<file path="src/rtl/ase_fifo_reader.sv">
// ase_fifo_reader: drains an upstream first-word-fall-through-less FIFO (one-cycle read latency)
// into a 2-entry output buffer presented as a valid/ready stream.
//
// Ports:
//   clk, rst_n          clock, asynchronous active-low reset
//   enable              1 = popping from the FIFO is permitted
//   flush               single-cycle request to discard buffered and FIFO-resident data
//   fifo_rd_en          pop strobe to the FIFO (combinational)
//   fifo_data(_v)       FIFO read data, valid one cycle after fifo_rd_en
//   fifo_empty          FIFO empty, already reflecting pops before the current edge
//   m_valid/m_data      downstream stream, head of the output buffer
//   m_ready             downstream accept
//   flush_done          one-cycle pulse on the cycle the flush completes
//   pop_count           wrapping count of words delivered downstream
//   unexp_err           sticky: read data returned with no read outstanding
module ase_fifo_reader #(
  parameter int unsigned DATA_WIDTH  = 64,
  parameter int unsigned DEPTH_BASE2 = 8
) (
  input  logic                  clk,
  input  logic                  rst_n,
  input  logic                  enable,
  input  logic                  flush,
  output logic                  fifo_rd_en,
  input  logic [DATA_WIDTH-1:0] fifo_data,
  input  logic                  fifo_data_v,
  input  logic                  fifo_empty,
  output logic                  m_valid,
  output logic [DATA_WIDTH-1:0] m_data,
  input  logic                  m_ready,
  output logic                  flush_done,
  output logic [31:0]           pop_count,
  output logic                  unexp_err
);

  // Watchdog spans four times the FIFO depth: a full FIFO drains well within it.
  localparam int unsigned WdogW = DEPTH_BASE2 + 2;

  typedef enum logic [0:0] {StRun, StFlush} state_e;

  state_e                state_q, state_d;
  logic [DATA_WIDTH-1:0] buf0_q, buf0_d;
  logic [DATA_WIDTH-1:0] buf1_q, buf1_d;
  logic [1:0]            count_q, count_d;
  logic                  in_flight_q, in_flight_d;
  logic                  active_q;
  logic [31:0]           pop_count_q, pop_count_d;
  logic                  unexp_err_q, unexp_err_d;
  logic [WdogW-1:0]      wdog_q, wdog_d;

  logic                  xfer;
  logic                  stray;
  logic                  capture;
  logic                  wdog_expired;
  logic                  flush_exit;
  logic [2:0]            occupancy;

  assign m_valid   = (count_q != 2'd0);
  assign m_data    = buf0_q;
  assign pop_count = pop_count_q;
  assign unexp_err = unexp_err_q;

  always_comb begin
    xfer         = m_valid && m_ready;
    stray        = fifo_data_v && !in_flight_q;
    capture      = fifo_data_v && in_flight_q && (state_q == StRun);
    wdog_expired = &wdog_q;
    // Slots claimed after this cycle's transfer, including the read we would issue now.
    occupancy    = {1'b0, count_q} - {2'b00, xfer} + {2'b00, in_flight_q} + 3'd1;
    // A stuck non-empty FIFO must not hold us in flush forever: once the watchdog
    // expires, stop popping and leave as soon as the last read has returned.
    flush_exit   = (state_q == StFlush) && !in_flight_q && !fifo_data_v &&
                   (fifo_empty || wdog_expired);

    // active_q keeps the combinational pop strobe low until the first edge after reset.
    fifo_rd_en = 1'b0;
    if (active_q && !fifo_empty) begin
      if (state_q == StFlush) begin
        fifo_rd_en = !wdog_expired;
      end else begin
        fifo_rd_en = enable && (occupancy <= 3'd2);
      end
    end

    buf0_d  = buf0_q;
    buf1_d  = buf1_q;
    count_d = count_q;
    if (xfer) begin
      buf0_d  = buf1_q;
      count_d = count_q - 2'd1;
    end
    if (capture && (count_d != 2'd2)) begin
      if (count_d == 2'd0) begin
        buf0_d = fifo_data;
      end else begin
        buf1_d = fifo_data;
      end
      count_d = count_d + 2'd1;
    end

    state_d    = state_q;
    wdog_d     = wdog_q;
    flush_done = 1'b0;
    unique case (state_q)
      StRun: begin
        if (flush) begin
          state_d = StFlush;
          count_d = 2'd0;
          wdog_d  = '0;
        end
      end
      StFlush: begin
        if (!wdog_expired) begin
          wdog_d = wdog_q + WdogW'(1);
        end
        if (flush_exit) begin
          state_d    = StRun;
          flush_done = 1'b1;
        end
      end
      default: state_d = StRun;
    endcase

    in_flight_d = fifo_rd_en;
    pop_count_d = pop_count_q + {31'd0, xfer};
    unexp_err_d = unexp_err_q | stray;
  end

  always_ff @(posedge clk or negedge rst_n) begin
    if (!rst_n) begin
      state_q     <= StRun;
      buf0_q      <= '0;
      buf1_q      <= '0;
      count_q     <= 2'd0;
      in_flight_q <= 1'b0;
      active_q    <= 1'b0;
      pop_count_q <= 32'd0;
      unexp_err_q <= 1'b0;
      wdog_q      <= '0;
    end else begin
      state_q     <= state_d;
      buf0_q      <= buf0_d;
      buf1_q      <= buf1_d;
      count_q     <= count_d;
      in_flight_q <= in_flight_d;
      active_q    <= 1'b1;
      pop_count_q <= pop_count_d;
      unexp_err_q <= unexp_err_d;
      wdog_q      <= wdog_d;
    end
  end

endmodule

</file>
<file path="config.mk">
export PLATFORM = sky130hd
export DESIGN_NAME = ase_fifo_reader
export DESIGN_NICKNAME = d
export VERILOG_FILES = /design/src/rtl/ase_fifo_reader.sv
export SDC_FILE = /design/constraint.sdc
export NUM_CORES = 1
export LEC_CHECK = 0
export CORE_ASPECT_RATIO = 1.75
export CORE_UTILIZATION = 50
export CTS_BUF_LIST = sky130_fd_sc_hd__clkbuf_4 sky130_fd_sc_hd__clkbuf_8
export CTS_CLUSTER_SIZE = 12
export DETAILED_ROUTE_END_ITERATION = 6
export PLACE_DENSITY = 0.77
export SLEW_MARGIN = 20
export SYNTH_ARGS = -nofsm -noshare
export SYNTH_HDL_FRONTEND = slang
export SYNTH_SLANG_ARGS = --single-unit
</file>
<file path="constraint.sdc">
create_clock -name clk -period 3.2 [get_ports clk]
set_clock_uncertainty 0.1 [all_clocks]
set_input_delay 0.64 -clock clk [delete_from_list [all_inputs] [get_ports clk]]
set_output_delay 0.64 -clock clk [all_outputs]
set_load 0.02 [all_outputs]
</file>
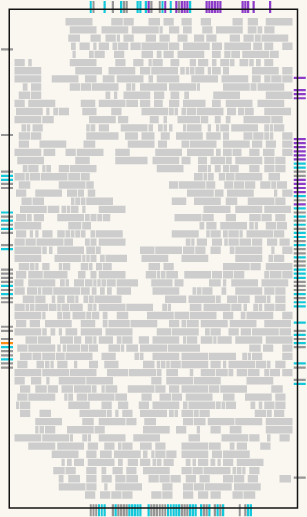
(images/pinout.png)
Scale: 3 px per µm. Pins as bars across the die edge, other pins in grey.
[`pop_count`] purple | pins: 32 | direction: output | edge: 17 north, 15 east
[`fifo_empty`] orange | pins: 1 | direction: input | edge: west
[`m_data`] cyan | pins: 64 | direction: output | edge: 24 south, 21 east, 10 west, 9 north
all pins by edge: 57 east, 47 south, 34 west, 33 north

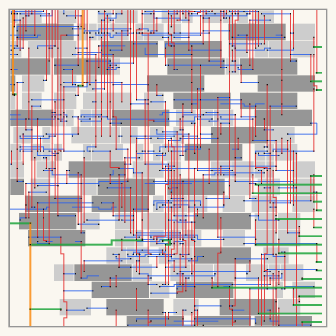
(images/closeup.png)
Region (46, 99) to (96, 149) µm. Cells in grey, sequential cells in the stronger grey; small squares are vias.
[M1] blue
[M3] green
[M4] orange
[M2] red
cells with their middle in the window: 149
netlist names of flops here include: `pop_count` (23), `m_data` (6), `buf1_q` (5)
most frequent: dfrtp_1 (34), clkdlybuf4s50_1 (23), xnor2_1 (17)
sequential cells in the window: 34

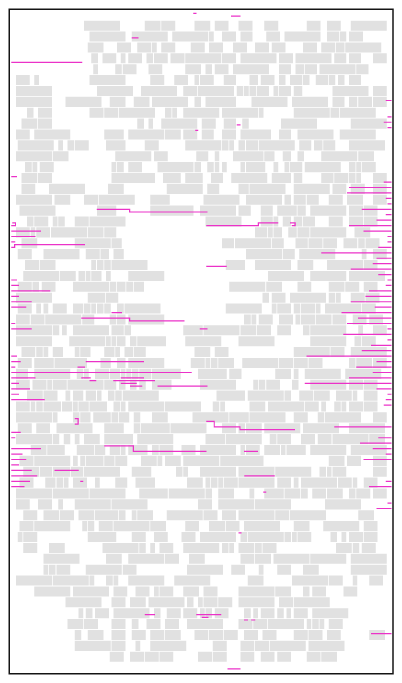
(images/m3.png)
Scale: 4 px per µm.
share of all routed wire: 4.2%
longest straight run: 44.9 µm
main direction: horizontal
nets with wire on the layer: 112
total length of routed wires: 17,400 µm
vias after detailed routing: 5,468
M3 GR Usage: 0.0440

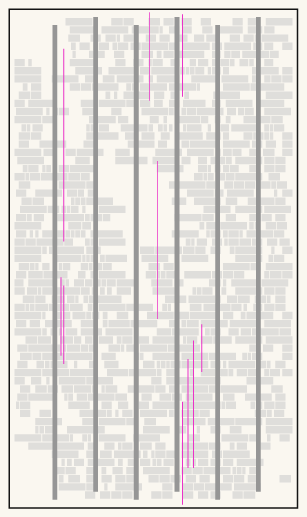
(images/m4.png)
Scale: 3 px per µm. Supply wires on this layer in grey.
nets with wire on the layer: 9
wire length on this layer: 352 µm

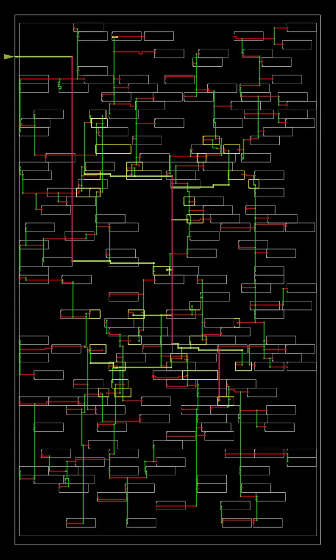
(images/clock_nets.png)
clock network power: 0.00164 W
Flop Count: 176

[layout by cell type (no fill, tap or decap), types with 14 or more instances in the layout]
master / instances
clkbuf_8: 18
nand3_1: 17
buf_4: 14
xnor2_1: 22
dfrtp_1: 176
mux2_2: 61
mux2i_1: 65
nand2_1: 82
o21ai_0: 65
clkdlybuf4s50_1: 166
[through the flow]
stage / cells / hold slack [ns] / worst slack (ns) / power [W] / util
after global placement: 972 / 0.347 / -0.496 / 0.00640 / 0.649
after detailed placement: 972 / 0.351 / -0.539 / 0.00657 / 0.649
final: 1006 / 0.0792 / -0.0753 / 0.00822 / 0.682
after CTS: 1003 / 0.0832 / -0.0291 / 0.00823 / 0.678
after floorplan: 631 / 0.244 / 0.411 / 0.00509 / -
after global routing: 1006 / 0.0926 / -0.166 / 0.00868 / 0.682
[area by class of cell]
type,count,share of cell area
inverters,10,0.00382
clock buffers,18,0.0244
multi-input cells,414,0.305
clock inverters,13,0.0175
flip-flops and latches,176,0.433
repair buffers,192,0.194
well taps,183,0.0225
[worst max-delay path by stage]
stage	startpoint	end	slack (ns)	cells past startpoint
finish	count_q[1]$_DFF_PN0_	fifo_rd_en	-0.08	11
global route	count_q[1]$_DFF_PN0_	fifo_rd_en	-0.17	11
CTS	count_q[1]$_DFF_PN0_	fifo_rd_en	-0.03	11
detailed placement	m_ready	fifo_rd_en	-0.54	9
global placement	m_ready	fifo_rd_en	-0.50	9
floorplan	count_q[0]$_DFF_PN0_	fifo_rd_en	0.41	10
[timing repair]
action / in CTS / in global routing
pin swaps: 2 / 5
buffers inserted: 0 / 3
gates resized: 12 / 7
endpoints found under the hold margin: 0 / 0
endpoints found under the setup margin: 2 / 2
[state kept, by name, indices dropped and copies added (netlist names)]
signal,cells
m_data,64
unexp_err,1
in_flight_q,1
count_q,2
active_q,1
state_q,1
pop_count,32
buf1_q,64
wdog_q,10
[Yosys cell counts, types with 2 or more instances]
cell and instances:
dfrtp_1 176, inv_1 10, nor2_1 9, a21oi_1 7, clkbuf_1 4, xor2_1 10, xnor2_1 22, and3_1 5
and4_1 6, nor3_1 8, nor4_4 2, mux2_2 61, and2_1 4, buf_6 2, o21ai_1 4, a31oi_1 3
ha_1 9, nand2_1 82, buf_4 2, clkbuf_2 3, nand4_1 8, a41oi_1 2, o21ai_0 67, buf_2 19
mux2i_1 65, nand3_1 17, a21o_1 3, mux2_1 3
[layer usage]
metal | part of all wire | wire, µm
met5 | 0 | 0
met1 | 0.38 | 6640
met3 | 0.042 | 723
met4 | 0.020 | 352
met2 | 0.56 | 9700
[power by group through the flow]
stage	Clock (W)	Combinational [W]	Sequential (W)
2_1_floorplan	0	0.00115	0.00394
3_3_place_gp	0	0.00293	0.00348
3_5_place_dp	0	0.00303	0.00354
4_1_cts	0.00168	0.00306	0.00350
5_1_grt	0.00177	0.00333	0.00359
6_report	0.00164	0.00310	0.00349
[cells by family (layout without fill, tap and decap cells)]
family,count (synthesis),after routing,share of synthesized area
xor+xnor,32,32,0.0366
other cells,1,1,0.000489
compound gates,91,91,0.0643
mux,129,129,0.179
simple gates,151,151,0.101
fa+ha+maj,10,10,0.0173
buf+inv,41,233,0.0266
flops,176,176,0.575
==> flow_metrics.tcl <==
# collected from the flow reports
set metrics [dict create \
    status "finished, violations left" \
    violations "negative setup slack" \
    area_growth_pct 32.7 \
    place_hpwl_um 12100 \
    syn_area_um2 7660 \
    ys_ff 176 \
    met2_usage 0.423 \
    hold_viol 0 \
    grt_overflow 0 \
    setup_tns_ns -0.0753 \
    num_antenna_cells 0 \
    dpl_cell_area_um2 9670 \
    start_kind "flip-flop" \
    setup_viol 1 \
    pwr-share-seq 0.424 \
    grt_usage 0.231 \
    clockPowerShare 0.199 \
    grt_setup_unrepaired "yes" \
    fp_nets 712 \
    crit_fanout 2 \
    setup_ws_ns -0.0753 \
    avgRoutedWirePerCell_um 17.3 \
    synth_seq_share 0.575 \
    slowest_stage "fa_2" \
    hp-class "primary input to asynchronous set/reset pin" \
    irDropWorstVdd_v 0.000485 \
    fin_crit_sh 1.02 \
    cpPeakStageDelay_ns 0.40 \
    switchingPower_w 0.00280 \
    grt_pass1_vias 5725 \
    crit_buf_inv 3 \
    largest_area_cell "dfrtp_1" \
    fill_cells 1108 \
    fmax_mhz 305 \
    avgSynthCellArea_um2 12.1 \
]
Power figures rest on the tool's default switching activity, not on a simulated workload.
